## config.mk

```make
export PLATFORM = sky130hd
export DESIGN_NAME = ifft_mem_reader
export DESIGN_NICKNAME = d
export VERILOG_FILES = /design/src/rtl/ifft_pkg.sv /design/src/rtl/ifft_out_reg.sv /design/src/rtl/ifft_mem_reader.sv
export SDC_FILE = /design/constraint.sdc
export NUM_CORES = 1
export LEC_CHECK = 0
export CAP_MARGIN = 20
export CORE_ASPECT_RATIO = 0.8
export CORE_MARGIN = 1.5
export CORE_UTILIZATION = 61
export DETAILED_ROUTE_END_ITERATION = 12
export DONT_BUFFER_PORTS = 1
export HOLD_SLACK_MARGIN = 0.06
export PLACE_DENSITY_LB_ADDON = 0.15
export RECOVER_POWER = 25
export SLEW_MARGIN = 20
export SYNTH_ARGS = -nofsm -noshare
export SYNTH_HDL_FRONTEND = slang
export SYNTH_SLANG_ARGS = --single-unit
```

## constraint.sdc

```tcl
create_clock -name clk -period 2.25 [get_ports clk]
set_clock_uncertainty 0.05 [all_clocks]
set_input_delay 0.225 -clock clk [delete_from_list [all_inputs] [get_ports clk]]
set_output_delay 0.225 -clock clk [all_outputs]
set_load 0.01 [all_outputs]
```

## src/rtl/ifft_pkg.sv

```systemverilog
// Shared definitions for the IFFT sample/twiddle memory read side.
//   IFFT_N  : number of words per drain (memory depth)
//   IFFT_AW : memory address width
//   IFFT_DW : memory data width
//   rd_state_t : reader sequencer states
//   bitrev5 : 5-bit address reversal used for IFFT input reordering
package ifft_pkg;

  localparam int unsigned IFFT_N  = 32;
  localparam int unsigned IFFT_AW = $clog2(IFFT_N);
  localparam int unsigned IFFT_DW = 28;

  typedef enum logic [1:0] {
    IDLE,
    RUN,
    DRAIN
  } rd_state_t;

  function automatic logic [4:0] bitrev5(input logic [4:0] a);
    return {a[0], a[1], a[2], a[3], a[4]};
  endfunction

endpackage

```

## src/rtl/ifft_out_reg.sv

```systemverilog
// Valid/ready output holding register for the IFFT memory reader.
//   clk, rst_n   : clock, asynchronous active-low reset
//   clr          : drop any held word (valid and last cleared)
//   cap          : load a new word from d_* and mark it valid
//   pop          : held word accepted with no new capture; mark invalid
//   d_data/d_index/d_last : word and tags to capture
//   out_valid/out_data/out_index/out_last : registered stream outputs
// With none of clr/cap/pop asserted the word is held unchanged, which
// gives the stall stability the downstream handshake relies on.
module ifft_out_reg #(
  parameter int unsigned DATA_W = 28,
  parameter int unsigned ADDR_W = 5
) (
  input  logic              clk,
  input  logic              rst_n,
  input  logic              clr,
  input  logic              cap,
  input  logic              pop,
  input  logic [DATA_W-1:0] d_data,
  input  logic [ADDR_W-1:0] d_index,
  input  logic              d_last,
  output logic              out_valid,
  output logic [DATA_W-1:0] out_data,
  output logic [ADDR_W-1:0] out_index,
  output logic              out_last
);

  always_ff @(posedge clk or negedge rst_n) begin
    if (!rst_n) begin
      out_valid <= 1'b0;
      out_data  <= '0;
      out_index <= '0;
      out_last  <= 1'b0;
    end else if (clr) begin
      out_valid <= 1'b0;
      out_last  <= 1'b0;
    end else if (cap) begin
      out_valid <= 1'b1;
      out_data  <= d_data;
      out_index <= d_index;
      out_last  <= d_last;
    end else if (pop) begin
      out_valid <= 1'b0;
      out_last  <= 1'b0;
    end
  end

endmodule

```

## src/rtl/ifft_mem_reader.sv

```systemverilog
// Read-side sequencer for the IFFT sample/twiddle memory.
// On start it walks every address (natural or bit-reversed order) on the
// memory's combinational read port, registers each word and presents it on
// a valid/ready stream tagged with its sequence index and a last flag.
//   clk, rst_n : clock, asynchronous active-low reset
//   start      : begin a full drain (only honoured in IDLE)
//   abort      : cancel a drain in progress; unaccepted word is dropped
//   raddr      : memory read address
//   rdata      : memory read data, valid in the same cycle as raddr
//   out_valid/out_ready : output stream handshake
//   out_data   : registered memory word
//   out_index  : sequence count of out_data (not the memory address)
//   out_last   : marks the final word of a drain
//   busy       : drain in progress; write side must hold off
//   done       : one-cycle pulse after the final word is accepted
module ifft_mem_reader
  import ifft_pkg::*;
#(
  parameter int unsigned DATA_W = IFFT_DW,
  parameter int unsigned ADDR_W = IFFT_AW,
  parameter bit          BITREV = 1'b1
) (
  input  logic              clk,
  input  logic              rst_n,
  input  logic              start,
  input  logic              abort,
  output logic [ADDR_W-1:0] raddr,
  input  logic [DATA_W-1:0] rdata,
  output logic              out_valid,
  input  logic              out_ready,
  output logic [DATA_W-1:0] out_data,
  output logic [ADDR_W-1:0] out_index,
  output logic              out_last,
  output logic              busy,
  output logic              done
);

  rd_state_t         state;
  logic [ADDR_W-1:0] cnt;
  logic [ADDR_W-1:0] cnt_rev;
  logic              cnt_last;
  logic              cap;
  logic              pop;
  logic              clr;
  logic              xfer;

  // Address reversal over exactly ADDR_W bits.
  if (ADDR_W == 5) begin : g_rev5
    assign cnt_rev = bitrev5(cnt);
  end else begin : g_revn
    always_comb begin
      cnt_rev = '0;
      for (int unsigned i = 0; i < ADDR_W; i++) begin
        cnt_rev[i] = cnt[ADDR_W-1-i];
      end
    end
  end

  assign cnt_last = (cnt == '1);
  assign xfer     = out_valid && out_ready;
  assign cap      = (state == RUN) && (!out_valid || out_ready);
  assign pop      = xfer && !cap;
  assign clr      = abort && (state != IDLE);
  assign busy     = (state != IDLE);

  always_comb begin
    raddr = '0;
    if (state != IDLE) begin
      raddr = BITREV ? cnt_rev : cnt;
    end
  end

  // The counter stops at its final value instead of stepping past it, so
  // raddr keeps presenting the last address throughout DRAIN.
  always_ff @(posedge clk or negedge rst_n) begin
    if (!rst_n) begin
      state <= IDLE;
      cnt   <= '0;
      done  <= 1'b0;
    end else begin
      done <= 1'b0;
      case (state)
        IDLE: begin
          if (start && !abort) begin
            state <= RUN;
            cnt   <= '0;
          end
        end
        RUN: begin
          if (abort) begin
            state <= IDLE;
            cnt   <= '0;
          end else if (cap) begin
            if (cnt_last) begin
              state <= DRAIN;
            end else begin
              cnt <= cnt + 1'b1;
            end
          end
        end
        DRAIN: begin
          if (abort) begin
            state <= IDLE;
            cnt   <= '0;
          end else if (xfer) begin
            state <= IDLE;
            cnt   <= '0;
            done  <= 1'b1;
          end
        end
        default: begin
          state <= IDLE;
          cnt   <= '0;
        end
      endcase
    end
  end

  ifft_out_reg #(
    .DATA_W (DATA_W),
    .ADDR_W (ADDR_W)
  ) u_out_reg (
    .clk       (clk),
    .rst_n     (rst_n),
    .clr       (clr),
    .cap       (cap),
    .pop       (pop),
    .d_data    (rdata),
    .d_index   (cnt),
    .d_last    (cnt_last),
    .out_valid (out_valid),
    .out_data  (out_data),
    .out_index (out_index),
    .out_last  (out_last)
  );

endmodule

```

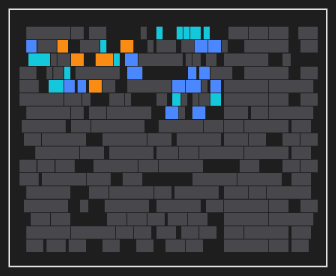
*Gate families picked out*
- inverting AOI/OAI gates: blue (cells 14; most used o211ai_1)
- AND and OR gates: orange (cells 5; most used or4_1; where north-west)
- NOR gates: cyan (cells 12; most used nor2_1; where north)
combinational share of cell area: 30.14%
Cell Count, Final, Fillers Out: 212
top logic cell by instance count in the layout: sky130_fd_sc_hd__dfrtp_1

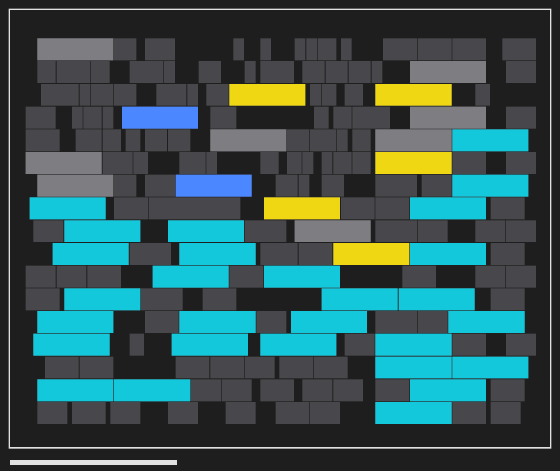
*Register map, names as in the netlist*
Bar = 20 um. Other sequential cells in the stronger grey, the rest of the logic in the fainter grey.
- `u_out_reg.out_data`: cyan (sequential cells 28)
- `cnt`: yellow (sequential cells 5)
- `state`: blue (sequential cells 2)
- not coloured: 8

==> results.txt <==
Results of the implementation run.

The run finished with clean final reports. During I/O placement, the number of pins put on the boundary was 75. The max-slew violation count is 0. Using the TritonRoute via totals, the vias-per-cell ratio works out to 5.788.

The measured slew at the worst slew-check pin is 0.9932 ns. The sequential share of cell area came out at 46.79%. The yosys cell count came out at 139.

The total net switching power came out at 926.3 uW. The fill cell instance count of the final layout came out at 167. The biggest area contributor in the post-synthesis netlist is sky130_fd_sc_hd__dfrtp_1. Looking at the setup timing report, the critical path kind is reg2reg. The post-route DRC violation count is 0.

The number of diodes came out at 0. The post-route total power came out at 2756 uW. Before placement the cells fill 65.55% of the core. The cell-mix breakdown from Yosys lists the XOR/XNOR area share as 0%. The layout has 35 buffers outside the clock class. The number of cell rows is 17. The vias after detailed routing is 1,227. The final global-route overflow total came out at 0. The count of multi-input gates is 80. The number of instances in the synthesized netlist is 139. Registers are responsible for 53.5% of the overall power. The total of endpoints with negative setup slack in the final report is 0. The area of the die came out at 0.003382 mm2. The first-pass GRT wire length is 5871 um. The net switching share of the total power is 33.61%.

The CTS report gives the tree buffer count as 5. The max-capacitance violation count is 0. The type of element capturing the critical path is a register.

The post-synth net total came out at 174. TritonCTS built the clock tree. The die height came out at 52.32 um. The number of well-tap cells placed is 38. Global routing used 24.03% of the available tracks across all layers.

The post-synthesis share of cell area spent on and-or and or-and gates came out at 7.287%. The startpoint type of the worst setup path is a register. The area fraction in full adders, half adders and majority gates is 1.350%. The average cell area after synthesis is 13.34 um2. The area of the core region is 0.002829 mm2.
==> stage by stage <==
| stage | instances | hold slack [ns] | util [%] | instance area, um2 |
|---|---|---|---|---|
| floorplan | 139 | -0.1206 | - | 1854 |
| global placement | 173 | -0.1198 | 66.34 | 1877 |
| detailed placement | 173 | -0.1197 | 66.34 | 1877 |
| CTS | 212 | 0.06664 | 81.82 | 2315 |
| global route | 212 | 0.09777 | 81.29 | 2300 |
| finish | 212 | 0.07072 | 81.29 | 2300 |
==> repair_timing <==
action,4_1_cts,5_1_grt
resized,0,0
buffers inserted,0,0
endpoints found under the hold margin,74,0
hold buffers,31,0
==> cells in the mapped netlist, drive strengths merged <==
library cell	n
nor3	1
and2b	1
clkbuf	3
nand3	2
o22ai	2
nor4b	1
o211ai	6
dfrtp	43
mux2	34
or4b	1
and2	1
nor3b	1
a31oi	2
a21o	1
nand2b	1
ha	2
a221o	1
nand4	3
nor2b	2
buf	5
o21ai	1
or4	2
a32o	1
nor2	7
inv	8
nand2	3
o311ai	2
a22o	1
a21oi	1
==> critical path: stages, from the launching register on <==
cell                      delay (ns)
sky130_fd_sc_hd__dfrtp_1        0.43
sky130_fd_sc_hd__ha_1           0.20
sky130_fd_sc_hd__inv_1          0.06
sky130_fd_sc_hd__nor3_1         0.16
sky130_fd_sc_hd__ha_1           0.22
sky130_fd_sc_hd__inv_1          0.11
sky130_fd_sc_hd__or4_1          0.48
sky130_fd_sc_hd__a21oi_1        0.15
==> power groups by stage <==
stage / registers, uW / clock network (uW) / logic, uW
CTS: 1460 / 610 / 682
global route: 1510 / 634 / 764
floorplan: 1410 / 0 / 548
finish: 1470 / 596 / 687
detailed placement: 1480 / 0 / 622
global placement: 1470 / 0 / 598
==> flip-flops by register name, summed over array words and instances, names as in the netlist <==
signal / count
u_out_reg.out_data: 28
state: 2
cnt: 5
u_out_reg.out_last: 1
done: 1
u_out_reg.out_index: 5
u_out_reg.out_valid: 1
==> worst paths after layout <==
| path | start | endpoint | slack, ns | cells past startpoint |
|---|---|---|---|---|
| max in group asynchronous | rst_n | u_out_reg.out_data[22]$_DFFE_PN0P_ | 0.93 | 2 |
| min in group asynchronous | rst_n | cnt[1]$_DFFE_PN0P_ | 0.60 | 2 |
| setup / recovery | cnt[0]$_DFFE_PN0P_ | state[1]$_DFFE_PN0P_ | 0.32 | 7 |
| hold / removal | out_ready | done$_DFF_PN0_ | 0.07 | 2 |
| setup reg to reg | cnt[0]$_DFFE_PN0P_ | state[1]$_DFFE_PN0P_ | 0.32 | 7 |
| hold reg to reg | u_out_reg.out_data[21]$_DFFE_PN0P_ | u_out_reg.out_data[21]$_DFFE_PN0P_ | 0.51 | 1 |
==> metal layers <==
layer / part of all wire, % / vias to the layer above / GRT usage [%]
li1: - / 566 / -
met1: 38 / 598 / 28.01
met2: 52 / 59 / 43.06
met3: 8.9 / 4 / 8.172
met4: 0.80 / 0 / 6.383
met5: 0 / - / 0
==> kinds of logic (layout without fill, tap and decap cells) <==
logic type	count (synthesis)	count (layout)
AND/OR/NAND/NOR	26	26
flip-flops	43	43
AND-OR/OR-AND	18	18
multiplexers	34	34
buffers and inverters	16	51
adder cells (fa/ha/maj)	2	2
No activity file was given, so power comes from the tool's default toggle rates.
